`src/rtl/sprite_pkg.sv`:
```
// -----------------------------------------------------------------------------
// sprite_pkg
// Shared definitions for the sprite renderer:
//   - coordinate width
//   - RRRGGGBB colour field widths and default colours
//   - update FSM state encoding
//   - latched button bundle
// -----------------------------------------------------------------------------
package sprite_pkg;

    localparam int COORD_W = 10;

    localparam int R_W   = 3;
    localparam int G_W   = 3;
    localparam int B_W   = 2;
    localparam int RGB_W = R_W + G_W + B_W;

    localparam logic [RGB_W-1:0] BOX_COLOR_DEF = 8'hE0;
    localparam logic [RGB_W-1:0] BG_COLOR_DEF  = 8'h03;

    typedef enum logic [1:0] {
        S_WAIT   = 2'd0,
        S_LATCH  = 2'd1,
        S_MOVE_X = 2'd2,
        S_MOVE_Y = 2'd3
    } state_t;

    typedef struct packed {
        logic up;
        logic down;
        logic left;
        logic right;
    } btn_t;

endpackage

```
`src/rtl/sprite_axis_step.sv`:
```
// -----------------------------------------------------------------------------
// sprite_axis_step
// Combinational step-and-clamp for one axis of the sprite position.
//   pos      : current edge position
//   neg_btn  : move towards 0 (LEFT / UP)
//   pos_btn  : move towards MAX (RIGHT / DOWN)
//   next_pos : position after one step, clamped to [0, MAX]
// Both or neither button pressed leaves the position unchanged.
// -----------------------------------------------------------------------------
module sprite_axis_step
    import sprite_pkg::*;
#(
    parameter int STEP = 4,
    parameter int MAX  = 608
) (
    input  logic [COORD_W-1:0] pos,
    input  logic               neg_btn,
    input  logic               pos_btn,
    output logic [COORD_W-1:0] next_pos
);

    // One extra bit so pos+STEP cannot wrap before the clamp compare.
    localparam logic [COORD_W:0] STEP_W = (COORD_W+1)'(STEP);
    localparam logic [COORD_W:0] MAX_W  = (COORD_W+1)'(MAX);

    logic [COORD_W:0] sum;
    assign sum = {1'b0, pos} + STEP_W;

    always_comb begin
        // NOTE: default assignment first so every path drives next_pos and no latch is inferred.
        next_pos = pos;
        if (neg_btn && !pos_btn) begin
            if ({1'b0, pos} < STEP_W)
                next_pos = '0;
            else
                next_pos = pos - STEP_W[COORD_W-1:0];
        end else if (pos_btn && !neg_btn) begin
            if (sum > MAX_W)
                next_pos = MAX_W[COORD_W-1:0];
            else
                next_pos = sum[COORD_W-1:0];
        end
    end

endmodule

```
`src/rtl/sprite_renderer.sv`:
```
// -----------------------------------------------------------------------------
// sprite_renderer
// Draws one solid rectangle over a flat background, one pixel per clock, and
// moves it once per frame from the game-controller buttons.
// Ports:
//   i_CLK, i_RESET           pixel clock, async active-high reset
//   i_PIX_X/Y, i_PIX_VALID   current coordinate from the timing stage
//   i_FRAME_START            one-cycle pulse at start of vertical blanking
//   i_BTN_UP/DOWN/LEFT/RIGHT debounced move requests
//   o_RGB, o_RGB_VALID       registered pixel colour (RRRGGGBB) and valid
//   o_POS_X/Y                sprite left/top edge
//   o_FRAME_CNT              completed position updates, wraps at 256
// -----------------------------------------------------------------------------
module sprite_renderer
    import sprite_pkg::*;
#(
    parameter int               H_ACTIVE  = 640,
    parameter int               V_ACTIVE  = 480,
    parameter int               BOX_W     = 32,
    parameter int               BOX_H     = 32,
    parameter int               STEP      = 4,
    parameter int               INIT_X    = 304,
    parameter int               INIT_Y    = 224,
    parameter logic [RGB_W-1:0] BOX_COLOR = BOX_COLOR_DEF,
    parameter logic [RGB_W-1:0] BG_COLOR  = BG_COLOR_DEF
) (
    input  logic               i_CLK,
    input  logic               i_RESET,
    input  logic [COORD_W-1:0] i_PIX_X,
    input  logic [COORD_W-1:0] i_PIX_Y,
    input  logic               i_PIX_VALID,
    input  logic               i_FRAME_START,
    input  logic               i_BTN_UP,
    input  logic               i_BTN_DOWN,
    input  logic               i_BTN_LEFT,
    input  logic               i_BTN_RIGHT,
    output logic [RGB_W-1:0]   o_RGB,
    output logic               o_RGB_VALID,
    output logic [COORD_W-1:0] o_POS_X,
    output logic [COORD_W-1:0] o_POS_Y,
    output logic [7:0]         o_FRAME_CNT
);

    localparam logic [COORD_W:0]   BOX_W_W = (COORD_W+1)'(BOX_W);
    localparam logic [COORD_W:0]   BOX_H_W = (COORD_W+1)'(BOX_H);
    localparam logic [COORD_W-1:0] INIT_XV = COORD_W'(INIT_X);
    localparam logic [COORD_W-1:0] INIT_YV = COORD_W'(INIT_Y);

    state_t             state;
    btn_t               btn_q;
    logic [COORD_W-1:0] next_x;
    logic [COORD_W-1:0] next_y;
    logic               hit;

    // ---------------------------------------------------------------- pixel path
    // 11-bit compares: pos + BOX size may exceed the 10-bit coordinate range.
    assign hit = ({1'b0, i_PIX_X} >= {1'b0, o_POS_X}) &&
                 ({1'b0, i_PIX_X} <  ({1'b0, o_POS_X} + BOX_W_W)) &&
                 ({1'b0, i_PIX_Y} >= {1'b0, o_POS_Y}) &&
                 ({1'b0, i_PIX_Y} <  ({1'b0, o_POS_Y} + BOX_H_W));

    // NOTE: sequential state uses non-blocking assignments so every register samples pre-edge values.
    always_ff @(posedge i_CLK or posedge i_RESET) begin
        if (i_RESET) begin
            o_RGB       <= '0;
            o_RGB_VALID <= 1'b0;
        end else begin
            o_RGB_VALID <= i_PIX_VALID;
            if (!i_PIX_VALID)
                o_RGB <= '0;
            else if (hit)
                o_RGB <= BOX_COLOR;
            else
                o_RGB <= BG_COLOR;
        end
    end

    // ------------------------------------------------------------- axis steppers
    sprite_axis_step #(.STEP(STEP), .MAX(H_ACTIVE - BOX_W)) u_step_x (
        .pos      (o_POS_X),
        .neg_btn  (btn_q.left),
        .pos_btn  (btn_q.right),
        .next_pos (next_x)
    );

    sprite_axis_step #(.STEP(STEP), .MAX(V_ACTIVE - BOX_H)) u_step_y (
        .pos      (o_POS_Y),
        .neg_btn  (btn_q.up),
        .pos_btn  (btn_q.down),
        .next_pos (next_y)
    );

    // ---------------------------------------------------------------- update FSM
    // Position only changes in blanking (MOVE_X/MOVE_Y); frame starts arriving
    // outside S_WAIT are dropped rather than queued.
    always_ff @(posedge i_CLK or posedge i_RESET) begin
        if (i_RESET) begin
            state       <= S_WAIT;
            btn_q       <= '0;
            o_POS_X     <= INIT_XV;
            o_POS_Y     <= INIT_YV;
            o_FRAME_CNT <= '0;
        end else begin
            case (state)
                S_WAIT: begin
                    if (i_FRAME_START)
                        state <= S_LATCH;
                end
                S_LATCH: begin
                    btn_q <= '{up: i_BTN_UP, down: i_BTN_DOWN,
                               left: i_BTN_LEFT, right: i_BTN_RIGHT};
                    state <= S_MOVE_X;
                end
                S_MOVE_X: begin
                    o_POS_X <= next_x;
                    state   <= S_MOVE_Y;
                end
                S_MOVE_Y: begin
                    o_POS_Y     <= next_y;
                    o_FRAME_CNT <= o_FRAME_CNT + 8'd1;
                    state       <= S_WAIT;
                end
                default: state <= S_WAIT;
            endcase
        end
    end

endmodule

```
`config.mk`:
```
export PLATFORM = sky130hd
export DESIGN_NAME = sprite_renderer
export DESIGN_NICKNAME = d
export VERILOG_FILES = /design/src/rtl/sprite_pkg.sv /design/src/rtl/sprite_axis_step.sv /design/src/rtl/sprite_renderer.sv
export SDC_FILE = /design/constraint.sdc
export NUM_CORES = 1
export LEC_CHECK = 0
export ABC_AREA = 0
export CORE_MARGIN = 2
export CORE_UTILIZATION = 58
export CTS_BUF_LIST = sky130_fd_sc_hd__clkbuf_16
export DETAILED_ROUTE_END_ITERATION = 10
export PLACE_DENSITY_LB_ADDON = 0.3
export SLEW_MARGIN = 20
export SYNTH_ARGS = -nofsm -noshare
export SYNTH_HDL_FRONTEND = slang
export SYNTH_HIERARCHICAL = 1
export SYNTH_SLANG_ARGS = --single-unit
export TNS_END_PERCENT = 30
```
`constraint.sdc`:
```
create_clock -name i_CLK -period 4.9 [get_ports i_CLK]
set_input_delay 0.735 -clock i_CLK [delete_from_list [all_inputs] [get_ports i_CLK]]
set_output_delay 0.735 -clock i_CLK [all_outputs]
set_load 0.02 [all_outputs]
```
run_1/metal_stack.png
Drawn at 4 px/um.
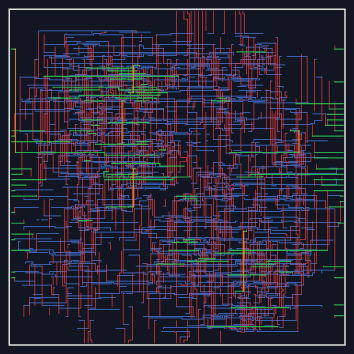
met2: in red, wire length 4180 um. met1: in blue, wire length 4210 um. met3: in green, wire length 691 um. met4: in orange, wire length 73.4 um.
total routed wirelength: 9160 um
Total GRT Usage: 0.257
Avg WL per Cell: 16.1 um

run_1/port_nets.png
Drawn at 6 px/um.
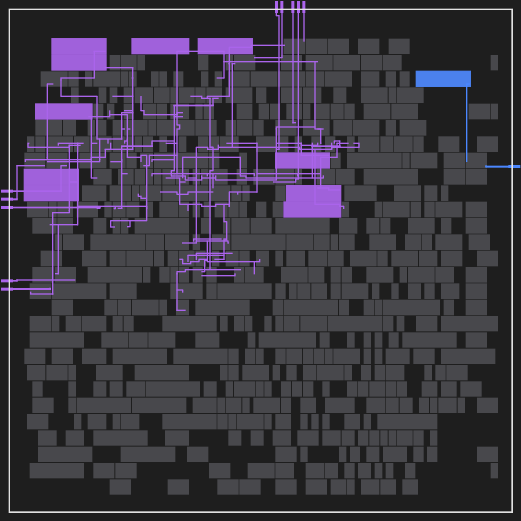
`o_RGB_VALID`: in blue, direction output, edge right, end cells 1, buffers 1, wire 17.5 um. `o_POS_X`: in purple, direction output, edge 5 left, 5 top, end cells 10, buffers 10, wire 945 um.
I/O pins: 65
Port-buffer cells: 61

==> qor.yml, run 1 <==
floorplanning:
  initCoreUtil: 0.609
  fp.dieH_um: 83.6
  die_width_um: 83.6
  row_count: 28
  core_area_mm2: 0.00603
run_status:
  status: "complete, no violations"
synth:
  async_reset_ff_frac: 1.00
  top_area_cell: "dfrtp_1"
  synth_warnings: 6
  synth-edff-count: 0
  syn_area_mm2: 0.00367
  syn_inst: 448
  ys_cells: 448
  postSynthAreaPerCell_um2: 8.20
  yosys.area.top_type_share: 0.211
  topCellsByArea: "dfrtp_1 21%, ha_1 15%, nand2_1 4.5%, dfstp_2 4.3%, inv_1 4.0%"
  synth_cell_types: 71
critical_path:
  ff2ff_setup_slack_ns: 2.21
  crit_required_ns: 5.06
  cp_cell_sequence: "ha_1, nand3_1, xnor2_1, ha_1, a211oi_1, nand2_1, a211oi_1, o32ai_1, o31a_1"
  slowest_delay_ns: 0.73
  path_max_fanout: 18
  start_kind: "flop"
  crit_arrival_ns: 2.84
  cp_top_family: "AND-OR/OR-AND gates"
  crit_buf_inv: 0
  critPathCaptureType: "flop"
layout:
  syn2layout_area_growth_pct: 20.0
  nNetsFinal: 565
  antenna_cells: 0
sta:
  period_needed_ns: 2.69
  whs_ns: 0.478
  grt_setup_unrepaired: "no"
  hold_viol: 0
  finalSetupTns_ns: 0
  fin_ws_ns: 2.21
  drv_slew: 0
  worst_slew_pin_slew_ns: 0.858
  slew-limit-headroom: 0.428
  fin_skew_ns: 0.00982
  finalSetupViolations: 0
  finalCritPeriodShare: 0.548
  fmax_mhz: 372
placed_design:
  placedCellCount: 561
  post-place-ws_ns: 2.19
  gp_congestion: 0.918
  postPlaceCellArea_mm2: 0.00426
detailed_routing:
  vias_per_cell: 6.22
  final_antenna_net_count: 0
  dr.first_iter.drc_count: 345
  vias: 3538
  first_pass_iters: 6
  drc: 0
clock_network:
  clockBufferDepth: 2
  insertion_delay_ns: 0.28
  cts_root_buf: "clkbuf_16"
  postCtsSetupBuffers: 0
  hold_buffers: 0
  post_cts_resized: 0
  cts_tree: "yes"
  clk_pin_slew_ns: 0.07
  htree_levels: 2
global_route:
  grt-ovfl-total: 0
  gr-usage-met2: 0.410
  busiest_layer: "met2"
  grt_pass1_wl_um: 15100
  grt_pass1_vias: 3310
  met3_usage: 0.0485
  grt_start_max_net_pins: 38
  grt_util_met1: 0.361
power_and_ir_drop:
  ir_drop_mv: 0.332
  power_mw: 2.59
  p_leak_nw: 1.80
run:
  warnings: 36
  maxCapViolCount: 0
worst_hold_path:
  hp-class: "flop to flop"
run_1/registers.png
Drawn at 3 px/um. Other sequential cells in the stronger gray, the rest of the logic in the fainter gray.
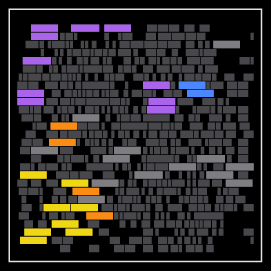
`o_FRAME_CNT`: in yellow, flops 8, where lower left. `o_POS_X`: in purple, flops 10. `btn_q`: in orange, flops 4. `o_RGB`: in blue, flops 2.
Another 13 sequential cells are not colored.
register share of the cell area: 0.212
seq pwr: 0.719 mW
final core occ: 0.732
FF/Latch Area: 933 um^2

run_1/hierarchy.png
Drawn at 4 px/um. Other cells in gray.
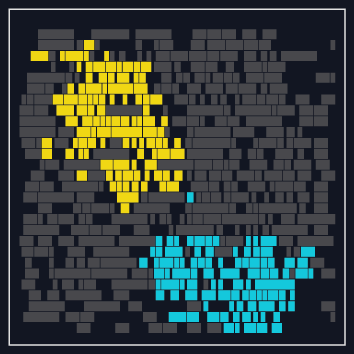
`u_step_y`: in cyan, cells 92. `u_step_x`: in yellow, cells 101.
Final Non-Filler Cells: 569
full die area: 0.00698 mm^2

## run 1: final cells by class
class                           count  area (um^2)
Fill cell                         466         1620
Timing Repair Buffer               62          618
Clock buffer                        5          125
Tap cell                           75         93.8
Inverter                           39          146
Multi-Input combinational cell    348         2470
Clock inverter                      3         25.0
Sequential cell                    37          933
## run 1: state kept, by name (all words and copies together), names as in the netlist
signal and cells:
btn_q 4, state 2, o_POS_Y 10, o_POS_X 10
o_RGB_VALID 1, o_RGB 2, o_FRAME_CNT 8
## run 1: layer usage
metal | routed length (um) | vias up | share of wire
met2 | 4180 | 157 | 0.46
met3 | 690 | 12 | 0.075
met5 | 0 | - | 0
li1 | - | 1699 | -
met4 | 73 | 0 | 0.0080
met1 | 4210 | 1670 | 0.46
## run 1: synth_stat cells, types with 3 or more instances
master     count
and3_1         3
a21o_1         3
nand4_1        7
inv_1         39
a31oi_1        3
o21ai_0       21
nand3_1       21
o31ai_1        4
ha_1          44
o2bb2ai_1      3
a211oi_1       7
buf_4          7
nor3b_1        5
nor3_1        20
a21oi_1       28
dfrtp_1       31
o22ai_1        4
nand2b_1       8
dfstp_2        6
mux2_2         9
xor2_1         5
nand2_1       44
nor2_1        22
nor2b_1        4
nand3b_1       3
clkbuf_1      16
xnor2_1       14
o21ai_1       11
## run 1: report_power, final
part / leakage, nW / internal [mW] / switching (mW) / total (mW)
Clock: 0.0704 / 0.191 / 0.136 / 0.328
Combinational: 1.27 / 0.700 / 0.838 / 1.54
Sequential: 0.458 / 0.426 / 0.294 / 0.719
Total: 1.80 / 1.32 / 1.27 / 2.59
## run 1: layout by cell type (no fill, tap or decap), types with 3 or more instances in the layout
cell type and count:
clkbuf_16 5, o31ai_1 4, ha_1 44, a211oi_1 7, xnor2_1 14, o2bb2ai_1 3
nand3b_1 3, a21oi_1 28, inv_1 39, nand2b_1 8, xor2_1 5, conb_1 3
nor2b_1 4, nor3_1 20, dfrtp_1 31, nor2_1 22, a21o_1 3, nand3_1 21
a31oi_1 3, o21ai_0 21, clkdlybuf4s50_1 61, o22ai_1 4, nand4_1 7, nor3b_1 5
and3_1 3, o21ai_1 11, dfstp_2 6, mux2_2 9, nand2_1 44
## run 1: worst paths after layout
| kind | start | endpoint | depth (start not counted) |
|---|---|---|---|
| max | o_POS_Y[5] | o_RGB[1] | 9 |
| min | o_FRAME_CNT[7] | o_FRAME_CNT[7] | 1 |
| max reg2reg | o_POS_Y[5] | o_RGB[1] | 9 |
| min reg2reg | o_FRAME_CNT[7] | o_FRAME_CNT[7] | 1 |
| max in group asynchronous | i_RESET | o_POS_X[8] | 3 |
| min in group asynchronous | i_RESET | o_FRAME_CNT[7] | 3 |
## run 1: cell families (layout without fill, tap and decap cells)
| group | after synthesis | count (layout) | share of synthesized area |
|---|---|---|---|
| buffers and inverters | 65 | 109 | 0.0763 |
| other | 1 | 3 | 0.00102 |
| flip-flops | 37 | 37 | 0.254 |
| AND/OR/NAND/NOR | 154 | 154 | 0.219 |
| AND-OR/OR-AND | 115 | 115 | 0.214 |
| multiplexers | 12 | 12 | 0.0371 |
| adder cells (fa/ha/maj) | 45 | 45 | 0.153 |
| XOR/XNOR | 19 | 19 | 0.0453 |
==> run 2: changes to the inputs <==
--- a/config.mk
+++ b/config.mk
@@ -7,7 +7,7 @@
 export LEC_CHECK = 0
 export ABC_AREA = 0
 export CORE_MARGIN = 2
-export CORE_UTILIZATION = 58
+export CORE_UTILIZATION = 54
 export CTS_BUF_LIST = sky130_fd_sc_hd__clkbuf_16
 export DETAILED_ROUTE_END_ITERATION = 10
 export PLACE_DENSITY_LB_ADDON = 0.3
==> constraint.sdc (replaced) <==
create_clock -name i_CLK -period 2.8 [get_ports i_CLK]
set_input_delay 0.42 -clock i_CLK [delete_from_list [all_inputs] [get_ports i_CLK]]
set_output_delay 0.42 -clock i_CLK [all_outputs]
set_load 0.02 [all_outputs]
run_2/final_clocks.png
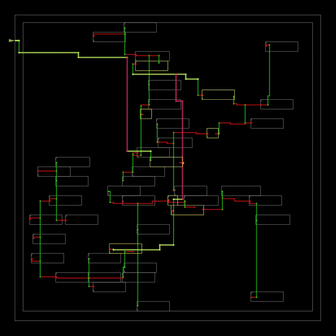
Insertion Delay late pin: 0.29 ns
Layout Skew: 0.00531 ns
clock group power: 0.573 mW
Clock buffer cells: 5
CTS buffer count: 5

==> run 2 against run 1 <==
  * Utilization decreased by 6.4 points
  * Power rose by 75%
  * Worst setup slack worse by 2.0 ns
  * Largest cell class unchanged
==> qor.yml, run 2 <==
sta:
  hold_viol: 0
  period_needed_ns: 2.60
  whs_ns: 0.477
  fmax_mhz: 385
  slew-limit-headroom: 0.603
  finalCritPeriodShare: 0.929
  finalSetupViolations: 0
  drv_slew: 0
global_route:
  grt-ovfl-total: 0
  grt_pass1_wl_um: 15000
  grt_pass1_vias: 3151
  grt_start_max_net_pins: 38
clock_network:
  clk_pin_slew_ns: 0.06
  postCtsSetupBuffers: 0
  cts_tree: "yes"
  cts_root_buf: "clkbuf_16"
synth:
  topCellsByArea: "dfrtp_1 21%, ha_1 15%, nand2_1 4.5%, dfstp_2 4.3%, inv_1 4.0%"
  synth-edff-count: 0
  top_area_cell: "dfrtp_1"
  simple_gate_share: 0.219
  ys_sh_adder: 0.153
  syn_area_mm2: 0.00367
  ys_top_logic_family: "simple AND/OR/NAND/NOR gates"
  synth_cell_types: 71
  synth_warnings: 6
  async_reset_ff_frac: 1.00
  syn_inst: 448
  synth.mux.area_fraction: 0.0371
  postSynthAreaPerCell_um2: 8.20
  ys_cells: 448
  top_cells_by_count: "44 x ha_1, 44 x nand2_1, 39 x inv_1"
  yosys.area.top_type_share: 0.211
  xor_share: 0.0453
floorplanning:
  fp.dieH_um: 86.5
  initCoreUtil: 0.550
  die_width_um: 86.5
  core_area_mm2: 0.00668
detailed_routing:
  vias: 3496
  wl_per_cell_um: 15.6
  wl_um: 9020
  vias_per_cell: 6.04
  drc: 0
  first_pass_iters: 5
run:
  maxCapViolCount: 0
  warnings: 36
power_and_ir_drop:
  power_frac_clock: 0.126
  intPower_mw: 2.34
  seq_power_share: 0.271
  swShare: 0.483
  combPwrFrac: 0.603
  switching_power_mw: 2.19
layout:
  nNetsFinal: 570
  antenna_cells: 0
  syn2layout_area_growth_pct: 21.5
  largest_registers: "o_POS_X (10), o_POS_Y (10), o_FRAME_CNT (8)"
  final_cell_mix: "61 x clkdlybuf4s50_1, 44 x nand2_1, 44 x ha_1"
run_status:
  status: "complete, no violations"
worst_hold_path:
  hp-class: "flop to flop"
critical_path:
  crit_arrival_ns: 2.77
  crit_required_ns: 2.97
  start_kind: "flop"
placed_design:
  gp_congestion: 0.944
  postPlaceCellArea_mm2: 0.00430
run_2/metal_stack.png
Drawn at 4 px/um.
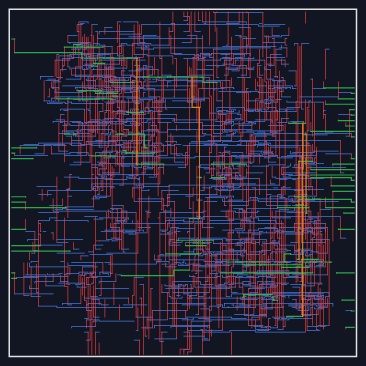
met3: in green, wire length 488 um. met1: in blue, wire length 4140 um. met4: in orange, wire length 156 um. met2: in red, wire length 4240 um.

## run 2: cell counts after synthesis
No cell type changed its count.
## run 2: final timing paths
path | start | to | slack [ns] | cells after the start
worst min-delay path | o_FRAME_CNT[7] | o_FRAME_CNT[7] | 0.48 | 1
worst max-delay path | o_POS_Y[5] | o_RGB[1] | 0.20 | 9
worst min register to register | o_FRAME_CNT[7] | o_FRAME_CNT[7] | 0.48 | 1
worst max register to register | o_POS_Y[5] | o_RGB[1] | 0.20 | 9
max in group asynchronous | i_RESET | o_POS_X[8] | 1.90 | 3
min in group asynchronous | i_RESET | o_FRAME_CNT[7] | 0.54 | 3
## run 2: layout make-up
type	count	area, um^2	area share
Timing Repair Buffer	67	656	0.147
Clock buffer	5	125	0.0281
Multi-Input combinational cell	348	2470	0.554
Inverter	39	146	0.0328
Tap cell	80	100	0.0224
Sequential cell	37	937	0.210
Clock inverter	3	25.0	0.00561
## run 2: stage by stage
stage	util	total power [mW]	instances
after CTS	0.666	4.51	579
final	0.668	4.53	579
after global placement	0.644	3.83	571
after floorplan	-	3.13	450
after global routing	0.668	4.93	579
after detailed placement	0.644	3.91	571
## run 2: layer usage
layer,vias up,track usage,part of all wire
li1,1706,-,-
met1,1654,0.338,0.46
met2,124,0.406,0.47
met3,12,0.0419,0.054
met4,0,0.0838,0.017
met5,-,0,0
## run 2: power groups by stage
stage               Clock [mW]  Sequential [mW]  Combinational [mW]
finish                   0.573             1.23                2.73
global route             0.612             1.29                3.03
CTS                      0.586             1.22                2.71
detailed placement           0             1.22                2.69
global placement             0             1.21                2.62
floorplan                    0             1.15                1.98
## run 2: timing repair
action	in CTS	in global routing
endpoints found under the hold margin	0	0
resized	0	2
hold buffers	0	0
endpoints found under the setup margin	0	2
## run 2: logic make-up (layout without fill, tap and decap cells)
kind of cell / Yosys count / count (layout)
and+or+nand+nor: 154 / 154
AOI/OAI and AO/OA: 115 / 115
buffers and inverters: 65 / 114
adders and majority gates: 45 / 45
DFF: 37 / 37
xor gates and xnor gates: 19 / 19
muxes: 12 / 12
other: 1 / 3
## run 2: critical path, stage by stage (launching register included)
cell and delay (ns):
dfstp_4 0.72, ha_1 0.23, nand3_1 0.11, xnor2_1 0.16
ha_1 0.31, a211oi_1 0.25, nand2_1 0.08, a211oi_1 0.19
o32ai_1 0.15, o31a_1 0.29
No activity file was given, so power comes from the tool's default toggle rates.
